==> config.mk <==
export PLATFORM = sky130hd
export DESIGN_NAME = medidor_desempenho_mem_arbiter
export DESIGN_NICKNAME = d
export VERILOG_FILES = /design/src/rtl/medidor_desempenho_mem_arbiter.sv
export SDC_FILE = /design/constraint.sdc
export NUM_CORES = 1
export LEC_CHECK = 0
export ABC_CLOCK_PERIOD_IN_PS = 2800
export CAP_MARGIN = 5
export CORE_ASPECT_RATIO = 0.7
export CORE_MARGIN = 4
export CORE_UTILIZATION = 30
export CTS_CLUSTER_DIAMETER = 80
export CTS_CLUSTER_SIZE = 28
export DETAILED_ROUTE_END_ITERATION = 8
export PLACE_DENSITY = 0.8
export SLEW_MARGIN = 20
export SYNTH_ARGS = -nofsm -noshare
export SYNTH_HDL_FRONTEND = slang
export SYNTH_SLANG_ARGS = --single-unit
export TNS_END_PERCENT = 10
==> constraint.sdc <==
create_clock -name clk -period 2.8 [get_ports clk]
set_input_delay 0.56 -clock clk [delete_from_list [all_inputs] [get_ports clk]]
set_output_delay 0.56 -clock clk [all_outputs]
set_load 0.03 [all_outputs]
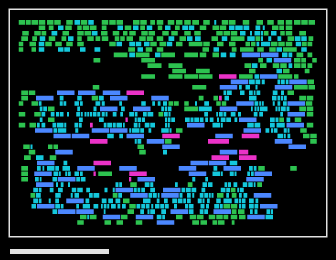
*Cell classes on the final placement*
Bar = 50 um.
| colour | class | cells | share of their area |
|---|---|---|---|
| green | other buffers and delay cells | 248 | 37% |
| cyan | combinational and other logic | 385 | 35% |
| blue | flops | 67 | 24% |
| magenta | clock drivers and dummy loads | 16 | 4.1% |
flop share of the area: 23.11%
post-route core utilization: 46.70%

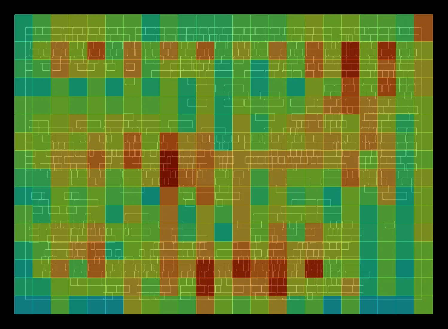
*Routing congestion map*
met3 global-route usage: 7.548%
GRT busiest layer: met2
GRT Total Usage: 19.07%
M1 GR Usage: 26.56%

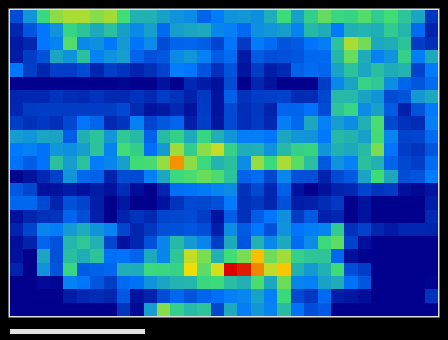
*Signal metal coverage by tile*
Bar = 50 um. 32 x 23 tiles, from dark blue (low) to red (high), scaled to the fullest tile. Values are wire area over tile area, all layers added.
nearly empty tiles: 11%
densest ninth of the die: bottom centre
mean over tiles: 0.17
fullest tile: 0.72
final wirelength: 18130 um
WL per Instance: 19.79 um
DR vias: 4994

==> deck_impl_summary.md <==
Run Summary

Status
  • Status: finished clean

Clocking
  • Number of buffers on the longest clock path: 2

Synthesis
  • Post-synth mux share: 3.268%
  • Syn nets: 688
  • Async S/R FF share, synth: 100.0%
  • Biggest combinational cell group after synthesis: simple AND/OR/NAND/NOR gates
  • Netlist area before placement: 0.004786 mm^2
  • Top-area cell type share of the netlist area: 34.51%
  • Synthesized chip area reported by yosys: 0.004786 mm^2
  • Cell count listed in synth_stat.txt: 553
  • Count of library flops with an enable pin: 0
  • Flip-flop and latch count after synthesis: 67

Finish
  • Count of non-filler cells in the finished layout: 916
  • Post-Layout Inst Area: 0.007261 mm^2

Critical path
  • Setup slack of the most critical reg-to-reg path: 0.35 ns
  • Library cell appearing most often on the critical path: buf_4
  • Type of origin of the critical path: primary input
  • Cells traversed along the worst timing path: clkdlybuf4s50_1, nor2_2, nor2_1, buf_4, nor2_4, buf_4, mux2_2, buf_4

Power and ir drop
  • Max rail drop VDD: 0.2286 mV
  • Power per cell area: 452.8 mW/mm^2

Floorplan
  • Pre-placement core utilization: 30.78%
  • Die width: 159.0 um

Placed design
  • HPWL reported at the end of detailed placement: 14250 um
  • Post-detailed-placement cell area: 0.006968 mm^2

Global routing
  • Largest net degree at the start of global routing: 49

Min path
  • Count of cells along the worst hold path: 1

Detailed routing
  • Drt first-iter violations: 355
## cell usage after synthesis (all sizes together) (13+ instances only)
cell type,n
buf,74
nor2,31
o21ai,18
a21oi,48
mux2,13
dfrtp,66
o31ai,29
nand4,32
a22o,47
clkbuf,27
nand2,27
or3,20
nor4,14
or4,30
nand3,14
## power breakdown
part	leakage (nW)	switching, mW	internal, mW	total (mW)
clock network	0.144	0.412	0.712	1.12
logic	1.74	0.615	0.549	1.16
registers	0.927	0.0152	0.984	1.00
## per-layer routing
| layer | share of wire [%] | track usage [%] |
|---|---|---|
| met1 | 45 | 26.56 |
| met4 | 3.0 | 6.879 |
| met2 | 43 | 26.77 |
| met3 | 8.8 | 7.548 |
| met5 | 0 | 0 |
Power and IR drop assume default switching activity.
